### src/rtl/clock_disp_pkg.sv
// clock_disp_pkg: shared types, digit indices and segment patterns for the display scanner.
// Latency: n/a (declarations only).
// Backpressure: n/a.
package clock_disp_pkg;

  typedef enum logic {
    BLANK = 1'b0,
    DRIVE = 1'b1
  } state_t;

  localparam int NUM_DIGITS = 7;

  typedef logic [2:0] idx_t;
  typedef logic [3:0] digit_t;
  typedef digit_t [NUM_DIGITS-1:0] snap_t;

  localparam idx_t IDX_TENTHS     = 3'd0;
  localparam idx_t IDX_SEC_UNITS  = 3'd1;
  localparam idx_t IDX_SEC_TENS   = 3'd2;
  localparam idx_t IDX_MIN_UNITS  = 3'd3;
  localparam idx_t IDX_MIN_TENS   = 3'd4;
  localparam idx_t IDX_HOUR_UNITS = 3'd5;
  localparam idx_t IDX_HOUR_TENS  = 3'd6;

  // Logical segment patterns, bit order {g,f,e,d,c,b,a}, 1 = lit.
  localparam logic [6:0] SEG_0    = 7'h3F;
  localparam logic [6:0] SEG_1    = 7'h06;
  localparam logic [6:0] SEG_2    = 7'h5B;
  localparam logic [6:0] SEG_3    = 7'h4F;
  localparam logic [6:0] SEG_4    = 7'h66;
  localparam logic [6:0] SEG_5    = 7'h6D;
  localparam logic [6:0] SEG_6    = 7'h7D;
  localparam logic [6:0] SEG_7    = 7'h07;
  localparam logic [6:0] SEG_8    = 7'h7F;
  localparam logic [6:0] SEG_9    = 7'h6F;
  localparam logic [6:0] SEG_DASH = 7'h40;
  localparam logic [6:0] SEG_OFF  = 7'h00;

  // Decimal point after tenths-separator digits: s.t, m.s, h.m
  localparam logic [6:0] DP_MASK = 7'b0101010;

  function automatic logic [6:0] digit_onehot(input idx_t i);
    return 7'b0000001 << i;
  endfunction

endpackage

### src/rtl/clock_display_scan_bcd.sv
// bcd_to_seg7: combinational BCD digit to logical 7-segment pattern, dash for codes above 9.
// Latency: 0 cycles (pure combinational).
// Backpressure: none.
module bcd_to_seg7
  import clock_disp_pkg::*;
(
  input  logic [3:0] bcd,
  output logic [6:0] seg
);

  // Table lookup; anything outside 0..9 renders as a dash.
  always_comb begin
    seg = SEG_DASH;
    case (bcd)
      4'd0:    seg = SEG_0;
      4'd1:    seg = SEG_1;
      4'd2:    seg = SEG_2;
      4'd3:    seg = SEG_3;
      4'd4:    seg = SEG_4;
      4'd5:    seg = SEG_5;
      4'd6:    seg = SEG_6;
      4'd7:    seg = SEG_7;
      4'd8:    seg = SEG_8;
      4'd9:    seg = SEG_9;
      default: seg = SEG_DASH;
    endcase
  end

endmodule

### src/rtl/clock_display_scan.sv
// clock_display_scan: 7-digit multiplexed time display with blank interval and per-frame digit snapshot.
// Latency: an/seg/dp/frame_done registered; inputs appear from the next frame (snapshot at frame start).
// Backpressure: none, free-running scan. Optional macro LEADING_ZERO_BLANK_EN blanks a zero hours-tens digit.
module clock_display_scan
  import clock_disp_pkg::*;
#(
  parameter int SCAN_DIV       = 1000,
  parameter int BLANK_CYC      = 16,
  parameter bit SEG_ACTIVE_LOW = 1'b1,
  parameter bit AN_ACTIVE_LOW  = 1'b1
) (
  input  logic       clk,
  input  logic       rst,
  input  logic [3:0] point1,
  input  logic [3:0] sec1,
  input  logic [2:0] sec2,
  input  logic [3:0] min1,
  input  logic [2:0] min2,
  input  logic [3:0] hour1,
  input  logic [1:0] hour2,
  output logic [6:0] seg,
  output logic       dp,
  output logic [6:0] an,
  output logic       frame_done
);

  localparam int CNT_MAX = (SCAN_DIV > BLANK_CYC) ? SCAN_DIV : BLANK_CYC;
  localparam int CNT_W   = (CNT_MAX > 1) ? $clog2(CNT_MAX) : 1;
  localparam logic [CNT_W-1:0] DRIVE_LAST = CNT_W'(SCAN_DIV - 1);
  localparam logic [CNT_W-1:0] BLANK_LAST = CNT_W'(BLANK_CYC - 1);
  localparam logic [6:0] AN_OFF_PHYS  = AN_ACTIVE_LOW ? 7'h7F : 7'h00;
  localparam logic [6:0] SEG_OFF_PHYS = SEG_ACTIVE_LOW ? 7'h7F : 7'h00;

  state_t           state, state_nxt;
  logic [CNT_W-1:0] cnt, cnt_nxt;
  idx_t             idx, idx_nxt;
  snap_t            snap, snap_nxt;
  logic             take_snap;
  logic [3:0]       cur_digit;
  logic [6:0]       dec_seg;
  logic [6:0]       an_log, seg_log;
  logic             dp_log, frame_log;

  // Phase sequencing: each digit gets BLANK then DRIVE; idx advances as DRIVE ends.
  always_comb begin
    state_nxt = state;
    cnt_nxt   = cnt + 1'b1;
    idx_nxt   = idx;
    case (state)
      BLANK: begin
        if (cnt == BLANK_LAST) begin
          state_nxt = DRIVE;
          cnt_nxt   = '0;
        end
      end
      DRIVE: begin
        if (cnt == DRIVE_LAST) begin
          state_nxt = BLANK;
          cnt_nxt   = '0;
          idx_nxt   = (idx == IDX_HOUR_TENS) ? IDX_TENTHS : idx + 1'b1;
        end
      end
      default: begin
        state_nxt = BLANK;
        cnt_nxt   = '0;
        idx_nxt   = IDX_TENTHS;
      end
    endcase
  end

  assign take_snap = (state == BLANK) && (idx == IDX_TENTHS) && (cnt == '0);

  // Latch all digits together at frame start so a frame never mixes old and new time.
  always_comb begin
    snap_nxt = snap;
    if (take_snap) begin
      snap_nxt[IDX_TENTHS]     = point1;
      snap_nxt[IDX_SEC_UNITS]  = sec1;
      snap_nxt[IDX_SEC_TENS]   = {1'b0, sec2};
      snap_nxt[IDX_MIN_UNITS]  = min1;
      snap_nxt[IDX_MIN_TENS]   = {1'b0, min2};
      snap_nxt[IDX_HOUR_UNITS] = hour1;
      snap_nxt[IDX_HOUR_TENS]  = {2'b00, hour2};
    end
  end

  // Outputs are computed for the upcoming cycle so the registers line up with state.
  assign cur_digit = snap_nxt[idx_nxt];

  bcd_to_seg7 u_dec (
    .bcd (cur_digit),
    .seg (dec_seg)
  );

  // Logical (active-high) display values; BLANK keeps everything dark.
  always_comb begin
    an_log    = '0;
    seg_log   = SEG_OFF;
    dp_log    = 1'b0;
    frame_log = 1'b0;
    if (state_nxt == DRIVE) begin
      an_log    = digit_onehot(idx_nxt);
      seg_log   = dec_seg;
      dp_log    = DP_MASK[idx_nxt];
      frame_log = (idx_nxt == IDX_HOUR_TENS) && (cnt_nxt == DRIVE_LAST);
`ifdef LEADING_ZERO_BLANK_EN
      // Dark digit but anode still selected, so scan timing is identical.
      if ((idx_nxt == IDX_HOUR_TENS) && (snap_nxt[IDX_HOUR_TENS] == 4'd0)) begin
        seg_log = SEG_OFF;
        dp_log  = 1'b0;
      end
`endif
    end
  end

  // Scan state and snapshot registers.
  always_ff @(posedge clk or posedge rst) begin
    if (rst) begin
      state <= BLANK;
      cnt   <= '0;
      idx   <= IDX_TENTHS;
      snap  <= '0;
    end else begin
      state <= state_nxt;
      cnt   <= cnt_nxt;
      idx   <= idx_nxt;
      snap  <= snap_nxt;
    end
  end

  // Output register; pin polarity applied here and nowhere else.
  always_ff @(posedge clk or posedge rst) begin
    if (rst) begin
      an         <= AN_OFF_PHYS;
      seg        <= SEG_OFF_PHYS;
      dp         <= SEG_ACTIVE_LOW;
      frame_done <= 1'b0;
    end else begin
      an         <= AN_ACTIVE_LOW ? ~an_log : an_log;
      seg        <= SEG_ACTIVE_LOW ? ~seg_log : seg_log;
      dp         <= SEG_ACTIVE_LOW ? ~dp_log : dp_log;
      frame_done <= frame_log;
    end
  end

endmodule

### config.mk
export PLATFORM = sky130hd
export DESIGN_NAME = clock_display_scan
export DESIGN_NICKNAME = d
export VERILOG_FILES = /design/src/rtl/clock_disp_pkg.sv /design/src/rtl/clock_display_scan_bcd.sv /design/src/rtl/clock_display_scan.sv
export SDC_FILE = /design/constraint.sdc
export NUM_CORES = 1
export LEC_CHECK = 0
export CORE_MARGIN = 8
export CORE_UTILIZATION = 50
export DETAILED_ROUTE_END_ITERATION = 8
export HOLD_SLACK_MARGIN = 0.05
export PLACE_DENSITY = 0.82
export SETUP_SLACK_MARGIN = 0.05
export SYNTH_ARGS = -nofsm -noshare
export SYNTH_HDL_FRONTEND = slang
export SYNTH_SLANG_ARGS = --single-unit
### constraint.sdc
create_clock -name clk -period 7.43 [get_ports clk]
set_input_delay 1.1145 -clock clk [delete_from_list [all_inputs] [get_ports clk]]
set_output_delay 1.1145 -clock clk [all_outputs]
set_load 0.02 [all_outputs]
Figure 1. Congestion heat map (run 1).
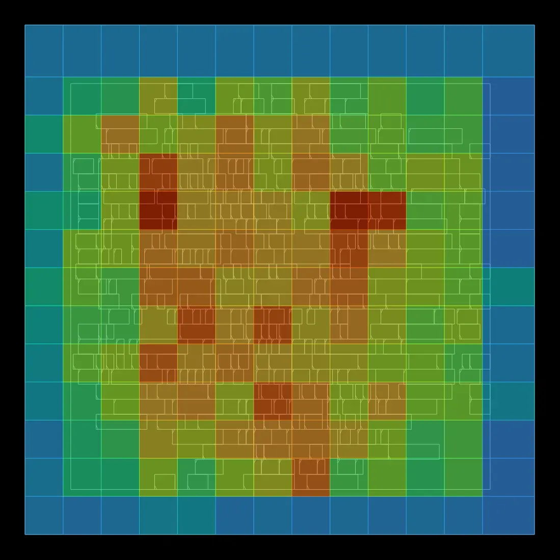
DR WL/cell: 15.1 µm
M3 GR Usage: 0.0530
final core utilization: 0.638
Total GRT Usage: 0.158
grt met1 use: 0.213

Figure 2. Gate-type map (run 1).
Scale bar: 20 µm.
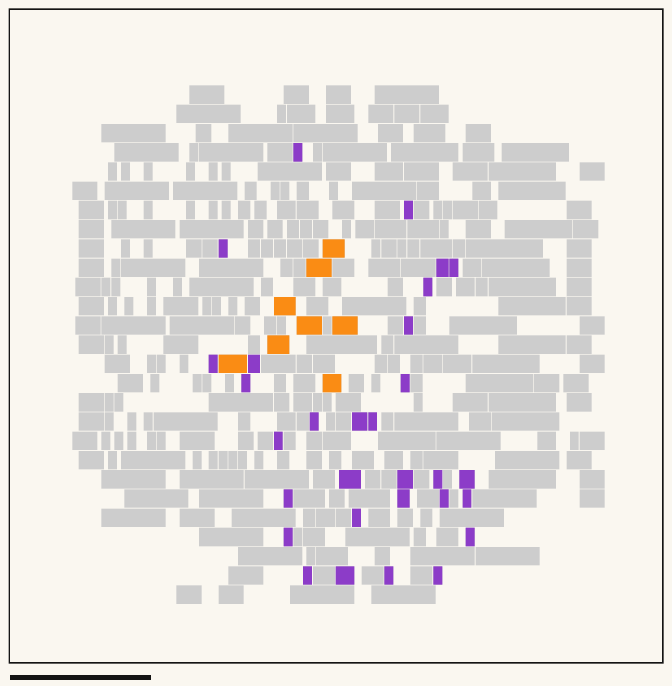
purple -> NOR gates  # cells 30
orange -> AND-OR and OR-AND gates  # cells 8, where middle

==> impl_metrics.env, run 1 <==
# source this file to load flow results
export IMPL_placed_cell_area_mm2=0.00335
export IMPL_final_cells=415
export IMPL_grt_max_degree=59
export IMPL_postCtsHoldBufs=0
export IMPL_netlist_area_mm2=0.00290
export IMPL_routabilityCongestion=0.901
export IMPL_report_power_total_mw=0.684
export IMPL_combPwrFrac=0.078
export IMPL_diodes=0
export IMPL_post_dp_hpwl_um=4480
export IMPL_power_leakage_nw=1.62
export IMPL_synth_distinct_cells=55
export IMPL_htreeDepth=3
export IMPL_synth_chip_area_mm2=0.00290
export IMPL_status="finished, final reports clean"
export IMPL_ios=42
export IMPL_via_per_inst=5.48
export IMPL_synthSimpleGateAreaFrac=0.227
export IMPL_reg2reg_slack_ps=3990
export IMPL_start_kind="flip-flop"
export IMPL_holdPathStages=2
export IMPL_num_vias=2273
export IMPL_slew_viol_final=0
export IMPL_yosys_area_share_aoi=0.126
export IMPL_p_switching_mw=0.146
export IMPL_critPathCaptureType="flip-flop"
export IMPL_grt_pass1_vias=2218
export IMPL_cts_sinks=58
export IMPL_routed_wl_um=6250
export IMPL_max_freq_mhz=291
export IMPL_placed_cells=399
export IMPL_synthFlopType="dfrtp_1"
export IMPL_finClkSkew_ps=6.62
export IMPL_postLayoutCellArea_mm2=0.00356
export IMPL_syn_nets=332
export IMPL_async_flop_share=1.00
export IMPL_cts_made_buffers=9
export IMPL_cts_setup_buffers=0
export IMPL_finalHoldViolations=0
export IMPL_fp_coreArea_mm2=0.00557
export IMPL_final_setup_viol_count=0
export IMPL_yosys_warnings=0
export IMPL_reg2reg_depth=12
export IMPL_powerDensity_mw_per_mm2=192
export IMPL_antenna_found_initial=0
export IMPL_die_y_um=92.2
export IMPL_die_area_mm2=0.00850
export IMPL_topCombFamilyByArea="simple AND/OR/NAND/NOR gates"
export IMPL_syn_avg_cell_area_um2=9.71
export IMPL_drc_errors=0
Figure 3. Clock network drawn from the DEF (run 1).
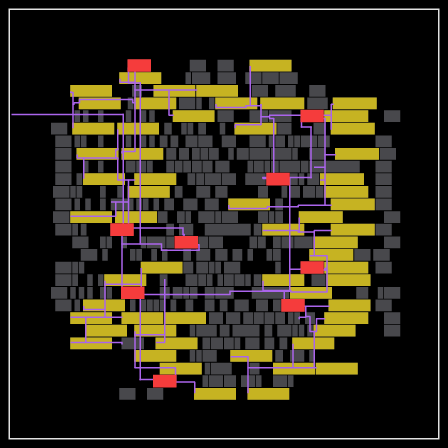
purple -> clock wires  # length 715 µm
red -> clock drivers  # count 9
yellow -> flip-flops  # count 58
routed clock nets = 10

## run 1: logic make-up (layout without fill, tap and decap cells)
kind of cell             count (synthesis)  in the layout
AND/OR/NAND/NOR                        138            138
flip-flops                              58             58
AND-OR/OR-AND                           49             49
buffers and inverters                   28             72
multiplexers                            11             11
XOR/XNOR                                 8              8
adder cells (fa/ha/maj)                  7              7
## run 1: cells in the mapped netlist, types with 4 or more instances
cell	count
o21ai_0	9
nand4_1	4
a21oi_1	8
xnor2_1	5
dfstp_2	15
a31oi_1	5
and2_1	5
mux2_2	5
and3_1	9
clkbuf_1	7
inv_1	11
nor2_1	22
ha_1	7
nand2_1	61
dfrtp_1	43
nand3_1	17
mux2i_1	5
buf_2	5
## run 1: routing by layer
layer / GRT usage / part of all wire / wire length [µm] / up-vias
li1: - / - / - / 1127
met1: 0.213 / 0.47 / 2930 / 1062
met2: 0.218 / 0.44 / 2780 / 73
met3: 0.0530 / 0.069 / 432 / 11
met4: 0.0872 / 0.018 / 112 / 0
met5: 0 / 0 / 0 / -
## run 1: placed cells by master (no fill, tap or decap), types with 2 or more instances in the layout
cell             count
xor2_1               3
o211ai_1             3
a211o_1              3
nor2_1              22
a22oi_1              2
dfrtp_1             43
ha_1                 7
and3_1               9
mux2i_1              5
nand3_1             17
o31ai_1              3
clkbuf_1             2
nand2_1             61
nor4_1               2
a31oi_1              5
inv_1               10
clkdlybuf4s50_1     41
mux2_2               5
o21ai_0              9
o221ai_1             2
a21oi_1              8
xnor2_1              5
buf_4                2
dfstp_2             15
and2_1               5
clkbuf_8            12
nand2b_1             3
nand4_1              4
and4_1               3
or4_1                2
nor3_1               3
## run 1: worst paths after layout
kind                                         from                end
worst max-delay path             cnt[0]$_DFF_PP0_   seg[4]$_DFF_PP1_
worst min-delay path            snap[0]$_DFF_PP0_  snap[0]$_DFF_PP0_
worst max register to register   cnt[0]$_DFF_PP0_   seg[4]$_DFF_PP1_
worst min register to register  snap[0]$_DFF_PP0_  snap[0]$_DFF_PP0_
max in group asynchronous                     rst   cnt[3]$_DFF_PP0_
min in group asynchronous                     rst   cnt[5]$_DFF_PP0_
## run 1: worst max-delay path, cell delays in order, from the launching register on
cell      delay [ps]
dfrtp_1          400
ha_1             210
and4_1           350
nand4_1          330
nand2_1          470
inv_1            180
o311ai_0         310
o211ai_1         230
nand2_1          220
inv_1            100
ha_1             200
and3_1           150
o31ai_1          220
## run 1: power by group through the flow
stage	clock (mW)	combinational (mW)	sequential, mW
6_report	0.298	0.0532	0.333
5_1_grt	0.321	0.0592	0.333
4_1_cts	0.305	0.0541	0.332
3_5_place_dp	0	0.0537	0.338
3_3_place_gp	0	0.0524	0.338
2_1_floorplan	0	0.0230	0.341
## run 1: flip-flops by register name, indices dropped and copies added (netlist names)
signal      count
frame_done      1
cnt            10
snap           28
state           1
seg             7
dp              1
an              7
idx             3
## run 1: cell type report
type	count	area, µm²
Tap cell	72	90.1
Fill cell	494	2020
Inverter	13	51.3
Timing Repair Buffer	43	425
Clock buffer	14	173
Clock inverter	2	35.0
Sequential cell	58	1470
Multi-Input combinational cell	213	1310
Figure 4. Routed metal, one color a layer (run 1).
Scale bar: 20 µm.
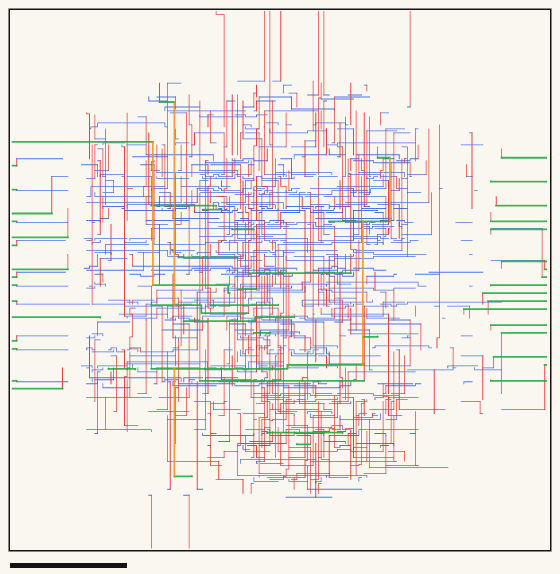

--- run 2 (diff from run 1) ---
==> constraint.sdc (replaced) <==
create_clock -name clk -period 3.5 [get_ports clk]
set_input_delay 0.525 -clock clk [delete_from_list [all_inputs] [get_ports clk]]
set_output_delay 0.525 -clock clk [all_outputs]
set_load 0.02 [all_outputs]
Figure 5. Routed metal, one color a layer (run 2).
Scale bar: 20 µm.
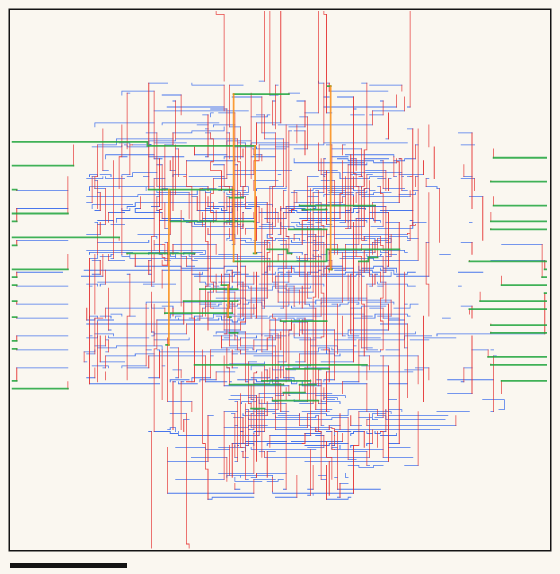
green -> metal 3  # wire length 468 µm
blue -> metal 1  # wire length 2940 µm
orange -> metal 4  # wire length 110 µm
red -> metal 2  # wire length 2850 µm

==> run 2 against run 1 <==
Effect of this change: die size is the same; core utilization grew 1.1 points; maximum frequency grew 10%; clock skew grew 3.3 ps; global-route usage grew 0.26 points; via count grew 1.8%; wire length grew 1.8%; sequential cell count is the same; first-iteration DRC count shrank 10%; setup slack lost 3600 ps; count of clock-buffer cells in the layout shrank 3; largest cell class unchanged; highest routed layer unchanged.
==> impl_metrics.env, run 2 <==
# source this file to load flow results
export IMPL_final_setup_viol_count=0
export IMPL_avgRoutedWirePerCell_um=15.2
export IMPL_num_vias=2313
export IMPL_routabilityCongestion=0.908
export IMPL_diodes=0
export IMPL_fp_coreArea_mm2=0.00557
export IMPL_powerDensity_mw_per_mm2=412
export IMPL_synthFlopType="dfrtp_1"
export IMPL_netlist_area_mm2=0.00290
export IMPL_cts_made_buffers=9
export IMPL_grt_max_degree=45
export IMPL_use_met1=0.213
export IMPL_slew_viol_final=0
export IMPL_placed_cell_area_mm2=0.00340
export IMPL_synth_top_cell_by_count="nand2_1"
export IMPL_post_dp_hpwl_um=4580
export IMPL_crit_start="cnt[0]$_DFF_PP0_"
export IMPL_antenna_found_initial=0
export IMPL_p_switching_mw=0.320
export IMPL_combPwrFrac=0.076
export IMPL_synth_distinct_cells=55
export IMPL_final_util=0.649
export IMPL_placed_cells=404
export IMPL_syn_avg_cell_area_um2=9.71
export IMPL_postLayoutCellArea_mm2=0.00362
export IMPL_syn_nets=332
export IMPL_regMostFlops="snap"
export IMPL_yosys_warnings=0
export IMPL_die_y_um=92.2
export IMPL_die_area_mm2=0.00850
export IMPL_drc_errors=0
export IMPL_fillerInstances=441
export IMPL_top_usage_layer="met2"
export IMPL_grt_pass1_vias=2243
export IMPL_common_cells="nand2_1, dfrtp_1, nor2_1, nand3_1, dfstp_2"
export IMPL_layout_top_cell="nand2_1"
export IMPL_synth_chip_area_mm2=0.00290
export IMPL_largestRegisters="snap (28), cnt (10)"
export IMPL_r2r_start="cnt[0]$_DFF_PP0_"
export IMPL_critPathCaptureType="flip-flop"
export IMPL_status="finished, final reports clean"
export IMPL_power_leakage_nw=1.65
export IMPL_mostFrequentLayoutCells="nand2_1, dfrtp_1, clkdlybuf4s50_1, nor2_1, nand3_1"
export IMPL_met3_usage=0.0465
export IMPL_routed_wl_um=6360
export IMPL_final_cells=420
export IMPL_grt_use_met2=0.231
export IMPL_finalHoldViolations=0
export IMPL_cts_setup_buffers=0
## run 2: cell families after synthesis
group	Yosys count	synth area share
XOR/XNOR	8	0.0241
flip-flops	58	0.506
buffers and inverters	28	0.0418
adder cells (fa/ha/maj)	7	0.0302
AND/OR/NAND/NOR	138	0.227
AND-OR/OR-AND	49	0.126
multiplexers	11	0.0444
## run 2: per-stage QoR
stage | setup WS, ps | power [mW] | hold WS (ps)
3_5_place_dp | 472 | 0.831 | 464
4_1_cts | 406 | 1.51 | 440
5_1_grt | 124 | 1.55 | 483
2_1_floorplan | 535 | 0.773 | 437
3_3_place_gp | 602 | 0.828 | 460
6_report | 382 | 1.49 | 446
## run 2: path summary, 6_finish.rpt
kind	to	slack [ps]	depth (start not counted)
min reg2reg	snap[6]$_DFF_PP0_	480	2
max in group asynchronous	seg[3]$_DFF_PP1_	2230	3
max reg2reg	seg[4]$_DFF_PP1_	380	12
min in group clk	snap[6]$_DFF_PP0_	480	2
max	seg[4]$_DFF_PP1_	380	12
min	frame_done$_DFF_PP0_	450	2
## run 2: routing by layer
| layer | up-vias | share of wire | routed length, µm |
|---|---|---|---|
| met4 | 0 | 0.017 | 110 |
| li1 | 1131 | - | - |
| met5 | - | 0 | 0 |
| met3 | 11 | 0.073 | 467 |
| met1 | 1085 | 0.46 | 2940 |
| met2 | 86 | 0.45 | 2850 |
## run 2: critical path, stage by stage, from the launching register on
cell	delay, ps
dfrtp_1	390
ha_1	210
and4_1	370
and3_4	290
mux2i_4	380
inv_4	140
o311ai_0	120
o211ai_1	240
nand2_1	190
inv_1	80
ha_1	190
and3_1	150
o31ai_1	270
## run 2: layout make-up
type / count / area [µm²] / area share
multi-input combinational: 213 / 1310 / 0.363
tap: 72 / 90.1 / 0.0249
sequential: 58 / 1470 / 0.406
inverter: 13 / 51.3 / 0.0142
clock buffer: 11 / 141 / 0.0391
timing repair buffer: 48 / 475 / 0.131
clock inverter: 5 / 77.6 / 0.0214
## run 2: power by group through the flow
stage	registers [mW]	clock network (mW)	logic (mW)
2_1_floorplan	0.724	0	0.0489
3_3_place_gp	0.717	0	0.111
3_5_place_dp	0.717	0	0.114
4_1_cts	0.706	0.686	0.115
5_1_grt	0.707	0.713	0.127
6_report	0.706	0.673	0.114
Power figures rest on the tool's default switching activity, not on a simulated workload.
